run_1/zoom.png
The bar under the picture is 20 um long. Region (0, 0) to (50, 50) um. Cells in gray, sequential cells in the stronger gray; small squares are vias.
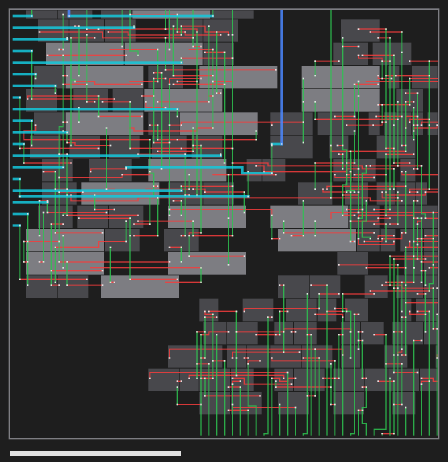
run_1/final_placement.png
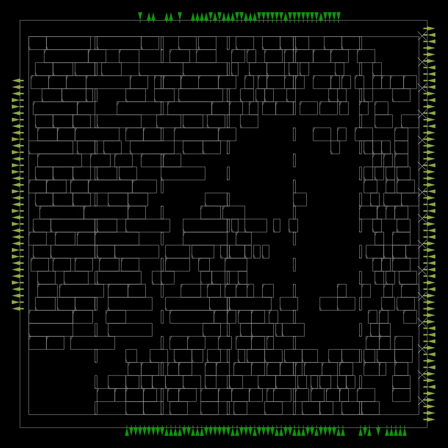
run_1/wire_density.png
The bar under the picture is 20 um long. The die is cut into 17 by 17 equal tiles; black is low, pale yellow is high, scaled to the fullest tile. Values are wire area over tile area, all layers added.
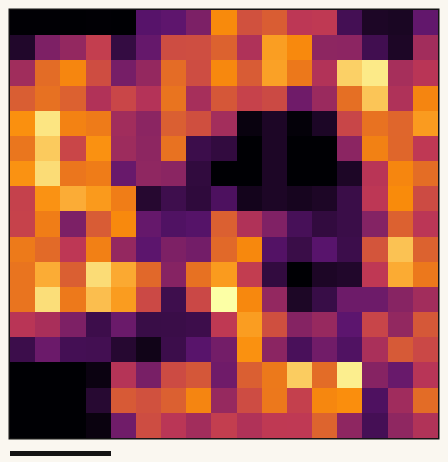
==> config.mk <==
export PLATFORM = sky130hd
export DESIGN_NAME = mem_access_unit_flat
export DESIGN_NICKNAME = d
export VERILOG_FILES = /design/src/rtl/mem_access_unit_if.sv /design/src/rtl/mem_access_unit.sv /design/src/flat_wrapper.sv
export SDC_FILE = /design/constraint.sdc
export NUM_CORES = 1
export LEC_CHECK = 0
export CAP_MARGIN = 20
export CORE_MARGIN = 1.5
export CORE_UTILIZATION = 35
export DETAILED_ROUTE_END_ITERATION = 8
export PLACE_DENSITY = 0.89
export SYNTH_ARGS = -nofsm -noshare
export SYNTH_HDL_FRONTEND = slang
export SYNTH_SLANG_ARGS = --single-unit
==> constraint.sdc <==
create_clock -name clk -period 7.05 [get_ports clk]
set_input_delay 1.7625 -clock clk [delete_from_list [all_inputs] [get_ports clk]]
set_output_delay 1.7625 -clock clk [all_outputs]
set_load 0.1 [all_outputs]
==> README.md, run 1 <==
| Parameter | Value |
| --- | --- |
| Number of cell instances on the worst register-to-register path | 5 |
| Total placed instance area | 0.00361 sq mm |
| Start-to-end type of the worst setup path | in2out |
| Pin count of the biggest net entering global routing | 33 |
| Number of enable-type register cells in the synthesized netlist | 0 |
| # hold bufs at CTS | 0 |
| Transition time at the pin with the least slew margin | 1.01 ns |
| Multi-input gate area | 0.00109 sq mm |
| Iteration tally of the first detailed-router pass | 6 |
| Maximum achievable frequency | 178 MHz |
| Die extent in y | 85.0 um |
| First-pass GRT wire length | 10.6 mm |
| YS warnings | 0 |
| Max FFs per register | 32 |
| Worst-case headroom to the max-slew limit | 0.326 |
| Hold-critical path depth | 1 |
| Post-route cell area | 0.00370 sq mm |
| Layout net count | 451 |
| Post-layout util | 0.576 |
| Antenna violations before repair | 0 |
| Worst Skew | 0.00702 ns |
| Final worst path period need | 5.62 ns |
| Logic depth of the worst setup path including buffers | 5 |
| Count of warning messages emitted by the tools | 30 |
| HPWL reported at the end of detailed placement | 5.16 mm |
| Mux contribution to synthesized area | 0.163 |
| DRC Markers | 15 |
| Root buffer cell | sky130_fd_sc_hd__clkbuf_8 |
| Post-synthesis cell count from yosys | 235 |
| Combined global-route utilization of all metal layers | 0.181 |
| Synthesized-area fraction occupied by xor and xnor cells | 0.00745 |
| Number of pins with negative max-slew slack in the final report | 0 |
| Chip Width | 85.0 um |
| Later-pin clock latency in the skew report | 0.28 ns |
| Cell chain of the critical path | clkdlybuf4s50_1 > o21a_1 > o21ai_1 > a21oi_1 > buf_4 |
| Effective utilization at floorplan | 0.366 |
| Number of primary I/O pins | 196 |
| Total count of hold-check failures in the final report | 0 |
| Library cells used by synthesis | 40 |
| Setup violation total in the final timing report | 0 |
| CTS Buf Count | 5 |
| Adder Area Share | 0.0319 |
| Number of global-route vias before repair | 2244 |
| Synthesized area per cell | 10.0 sq um |
| Share of the cycle needed by the critical path after routing | 0.796 |
| Cell type group with the largest total delay on the critical path | AND-OR/OR-AND gates |
| Violated checks | design-rule violations |
| Total area of sequential cells | 901 sq um |
| Run status | complete, but fails checks |
| Number of buffers on the longest clock path | 2 |
| Largest combinational cell category by area | multiplexers |
| Synthesis-to-layout area growth | 57.2% |
| Area share of and/or/nand/nor cells after synthesis | 0.138 |
| Worst min-delay path class | reg2reg |
| Synthesized netlist net count | 330 |
| Count of placed standard cells including taps | 426 |
| Share of synthesized area occupied by flip-flops and latches | 0.383 |
| Post-cts repair resize count | 0 |
| Drt initial violations | 119 |
| Commonest register cell after synthesis | sky130_fd_sc_hd__dfrtp_1 |
| Buffer and inverter count on the worst path | 2 |
| Number of levels the H-tree was split into | 2 |
| Placer Congestion | 0.780 |
| DIE AREA | 0.00722 sq mm |
| Post-Synthesis Cell Area | 0.00235 sq mm |
| Clk slew on worst S/H paths | 0.07 ns |
| Remaining global-route overflow | 0 |
| Antenna Cells | 0 |
| Drt via density | 4.97 |
| Largest stage delay, worst path | 0.65 ns |
| Number of maximum-capacitance constraint violations | 0 |
| Sinks on the clock net | 36 |
| Top cells, area | sky130_fd_sc_hd__dfrtp_1 (38%), sky130_fd_sc_hd__mux2_2 (16%), sky130_fd_sc_hd__buf_4 (11%) |
| Cell at the slowest stage of the critical path | sky130_fd_sc_hd__clkdlybuf4s50_1 |
| Yosys stat chip area | 0.00235 sq mm |
| Core Rows | 29 |
| Kind of launch point of the worst setup path | primary input |
| Top cell type by total area after synthesis | sky130_fd_sc_hd__dfrtp_1 |
| Setup repair after global routing missed its margin | no |
| Number of standard cells after synthesis | 235 |
| Synthesis-stage register bit count | 36 |
| Total via count in the routed design | 2159 |
| Area share of the largest cell type after synthesis | 0.383 |
| Area fraction in compound gates | 0.124 |
| CTS tree | built |
| Crit end category | output pin |
| Ratio of cells with drive above 1 in the final layout | 0.252 |
| Non-filler instance count after layout | 434 |
| Data arrival time of the worst path | 3.85 ns |
| Postcts setup bufs | 0 |
| I/O Buffers | 157 |
| Async S/R FF share, synth | 1.00 |
| Register-to-register setup slack | 4.93 ns |
| Routed Antenna Nets | 0 |
| CP required | 5.29 ns |
-- zoom.png (at the start) --
Key: met3 = cyan; met4 = blue; met2 = green; met1 = red
Sequential cells in the window: 18. Most frequent: clkdlybuf4s50_1 (37), dfrtp_1 (18), mux2_2 (14). 124 logic cells have their middle in the window.

-- final_placement.png (at the start) --
inserted tap cell count: 77
placeable core area: 0.00642 sq mm
Filler Cells Inserted: 582

-- wire_density.png (at the start) --
The emptiest ninth of the die: south-west. The mean over all tiles is 0.15. The densest ninth of the die: west.
WL per Instance: 15.3 um
wire length after detailed routing: 6.66 mm

==> run 1: metal layers <==
metal / part of all wire / wire [um] / global-route usage / vias to the layer above
met5: 0 / 0 / 0 / -
met2: 0.49 / 3290 / 0.312 / 97
li1: - / - / - / 1035
met1: 0.40 / 2670 / 0.213 / 1015
met4: 0.011 / 72 / 0.0537 / 0
met3: 0.093 / 619 / 0.0623 / 12
==> run 1: through the flow <==
stage | setup WS [ns] | hold slack [ns]
6_report | 1.43 | 0.506
5_1_grt | 1.26 | 0.519
4_1_cts | 1.44 | 0.507
3_5_place_dp | 1.45 | 0.492
3_3_place_gp | 1.50 | 0.486
2_1_floorplan | 0.0383 | 0.476
==> run 1: placed cells by master, fill, tap and decap left out, drive strengths merged, types with 3 or more instances in the layout <==
master,instances
o31ai,4
o21ai,22
ha,6
clkbuf,8
dfrtp,36
nor2,6
nand2,5
clkdlybuf4s50,119
mux2,34
or3,3
buf,41
inv,6
and2,8
nand3,16
a21oi,21
==> run 1: logic make-up after synthesis <==
group,count (synthesis)
simple gates,53
flops,36
fa+ha+maj,6
compound gates,52
buf+inv,52
mux,34
xor+xnor,2
==> run 1: layout make-up <==
cell class,count,share of cell area
Multi-Input combinational cell,147,0.295
Clock buffer,8,0.0244
Sequential cell,36,0.244
Timing Repair Buffer,160,0.405
Inverter,6,0.00609
Tap cell,77,0.0260
==> run 2: changes to the inputs <==
CORE_UTILIZATION = 30   (was 35)
PLACE_DENSITY = 0.82   (was 0.89)
clock period = 5.1 ns   (was 7.05 ns; I/O delays follow)
run_2/cell_classes.png
Fill, decap, tap and diode cells in gray.
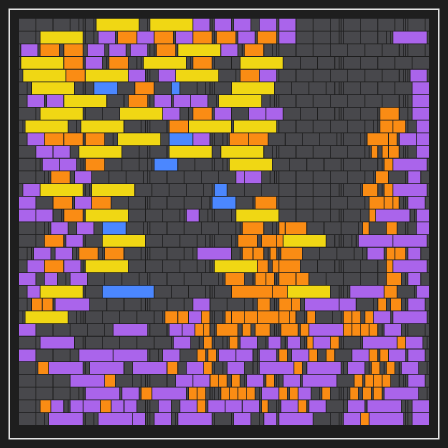
Key: all other logic = orange [cells 153, share of their area 28%]; flip-flops = yellow [cells 36, share of their area 22%]; clock drivers and dummy loads = blue [cells 8, share of their area 2.8%]; other buffers and delay cells = purple [cells 160, share of their area 47%]
post-layout util: 0.541
placeable core area: 0.00765 sq mm

==> run 2 against run 1 <==
  * The flow now finishes without violations
  * Hold slack got worse by 0.00062 ns
  * Sequential share of layout area fell by 2.6 points
  * Highest routed layer unchanged
  * Wire length rose by 7.0%
  * Via count rose by 1.4%
  * Largest cell class unchanged
  * Worst setup slack got worse by 1.0 ns
  * First-iteration DRC count fell by 18%
==> README.md, run 2 <==
| Parameter | Value | vs previous |
| --- | --- | --- |
| Count of placed standard cells including taps | 451 | +5.9% |
| Synthesis-to-layout area growth | 76.0% |  |
| Crit end category | output pin |  |
| Chip Width | 91.6 um | +7.7% |
| Placer Congestion | 0.769 | -1.4% |
| Setup repair after global routing missed its margin | no |  |
| Share of synthesized area occupied by flip-flops and latches | 0.383 | unchanged |
| Number of global-route vias before repair | 2284 | +1.8% |
| Ratio of cells with drive above 1 in the final layout | 0.317 | +0.0644 |
| Area share of the largest cell type after synthesis | 0.383 | unchanged |
| Drt initial violations | 98 | -18% |
| Count of warning messages emitted by the tools | 30 | unchanged |
| Combined global-route utilization of all metal layers | 0.167 | -0.0139 |
| Data arrival time of the worst path | 3.41 ns | -0.44 ns |
| Share of the cycle needed by the critical path after routing | 0.919 |  |
| CTS Buf Count | 5 | unchanged |
| Yosys stat chip area | 0.00235 sq mm | unchanged |
| Number of buffers on the longest clock path | 2 | unchanged |
| Remaining global-route overflow | 0 | unchanged |
| Core Rows | 32 | +10% |
| Met2 usage | 0.308 | -0.00323 |
| Total via count in the routed design | 2190 | +1.4% |
| Kind of launch point of the worst setup path | primary input |  |
| CP required | 3.83 ns | -1.46 ns |
| Number of enable-type register cells in the synthesized netlist | 0 | unchanged |
| Postcts setup bufs | 0 | unchanged |
| DRC Markers | 0 | -15 |
| Later-pin clock latency in the skew report | 0.28 ns | about the same |
| Run status | finished clean |  |
| Post-synthesis cell count from yosys | 235 | unchanged |
| Most congested layer reported by global routing | met2 |  |
| Async S/R FF share, synth | 1.00 | unchanged |
| Layout net count | 451 | unchanged |
| First-pass GRT wire length | 11.2 mm | +5.3% |
| GRT met1 Usage | 0.183 | -0.0300 |
| # hold bufs at CTS | 0 | unchanged |
| Final worst path period need | 4.69 ns |  |
| Worst min-delay path class | reg2reg |  |
| Synthesized netlist net count | 330 | unchanged |
| Commonest register cell after synthesis | sky130_fd_sc_hd__dfrtp_1 |  |
| Cell at the slowest stage of the critical path | sky130_fd_sc_hd__clkdlybuf4s50_1 |  |
| Number of standard cells after synthesis | 235 | unchanged |
| I/O Buffers | 157 | unchanged |
| Max FFs per register | 32 | unchanged |
| Library cells used by synthesis | 40 | unchanged |
| YS warnings | 0 | unchanged |
| Number of levels the H-tree was split into | 2 | unchanged |
| Most instantiated logic cell after routing | sky130_fd_sc_hd__clkdlybuf4s50_1 |  |
| Total count of hold-check failures in the final report | 0 | unchanged |
| Maximum achievable frequency | 213 MHz |  |
| Antenna violations before repair | 0 | unchanged |
| HPWL reported at the end of detailed placement | 5.60 mm | +8.5% |
| Worst Skew | 0.00365 ns | -0.00337 ns |
| Clk slew on worst S/H paths | 0.07 ns | about the same |
| Largest stage delay, worst path | 0.49 ns | -0.16 ns |
| Wire length after detailed routing | 7.12 mm | +7.0% |
| Post-Synthesis Cell Area | 0.00235 sq mm | unchanged |
run_2/final_placement.png
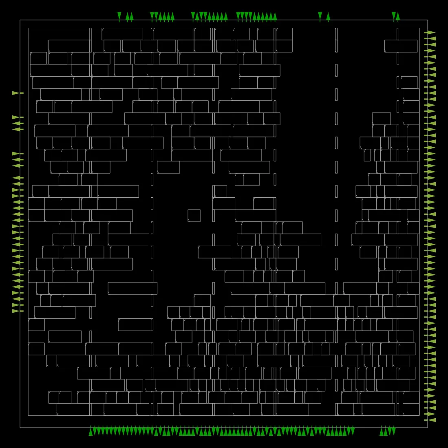
inserted tap cell count: 102
flop share of the area: 0.218
Seq cells: 36
non-filler instance count after layout: 459
Filler Cells Inserted: 665

[run 2: cell types whose count changed in the layout (fill, tap and decap cells not counted)]
cell                              before  now
sky130_fd_sc_hd__clkinvlp_4            0    1
sky130_fd_sc_hd__nor3b_1               2    1
sky130_fd_sc_hd__buf_12                0   34
sky130_fd_sc_hd__bufinv_16             0    1
sky130_fd_sc_hd__clkinv_2              0    1
sky130_fd_sc_hd__nor3b_2               0    1
sky130_fd_sc_hd__clkbuf_1              2    0
sky130_fd_sc_hd__nor3_1                1    0
sky130_fd_sc_hd__nor3_2                0    1
sky130_fd_sc_hd__clkdlybuf4s50_1     119  100
sky130_fd_sc_hd__clkbuf_8              6    5
sky130_fd_sc_hd__buf_4                40   25
[run 2: cell families (layout without fill, tap and decap cells)]
group / after synthesis / after routing / synth area share
AND-OR/OR-AND: 52 / 52 / 0.124
XOR/XNOR: 2 / 2 / 0.00745
adder cells (fa/ha/maj): 6 / 6 / 0.0319
buffers and inverters: 52 / 174 / 0.153
flip-flops: 36 / 36 / 0.383
multiplexers: 34 / 34 / 0.163
AND/OR/NAND/NOR: 53 / 53 / 0.138
[run 2: worst register-to-register path, stage by stage, from the launching register on]
cell and delay, ns:
sky130_fd_sc_hd__dfrtp_1 0.39, sky130_fd_sc_hd__inv_1 0.09, sky130_fd_sc_hd__ha_1 0.42, sky130_fd_sc_hd__or2_2 0.43, sky130_fd_sc_hd__o21ai_0 0.27, sky130_fd_sc_hd__mux2_2 0.37
[run 2: area by class of cell]
class	count	area [sq um]	share of cell area
Clock inverter	3	42.5	0.0103
Sequential cell	36	901	0.218
Clock buffer	5	68.8	0.0166
Inverter	6	22.5	0.00544
Tap cell	102	128	0.0308
Timing Repair Buffer	160	1870	0.453
Multi-Input combinational cell	147	1100	0.266
[run 2: per-layer routing]
metal / vias up / part of all wire
met4: 0 / 0.022
li1: 1030 / -
met1: 1053 / 0.40
met2: 88 / 0.52
met3: 19 / 0.060
met5: - / 0
[run 2: stage by stage]
stage	utilization	instance area (sq um)	worst slack (ns)
after floorplan	-	2360	0.0304
after global placement	0.527	4030	0.506
after detailed placement	0.527	4030	0.434
after CTS	0.541	4140	0.423
after global routing	0.541	4140	0.362
final	0.541	4140	0.412
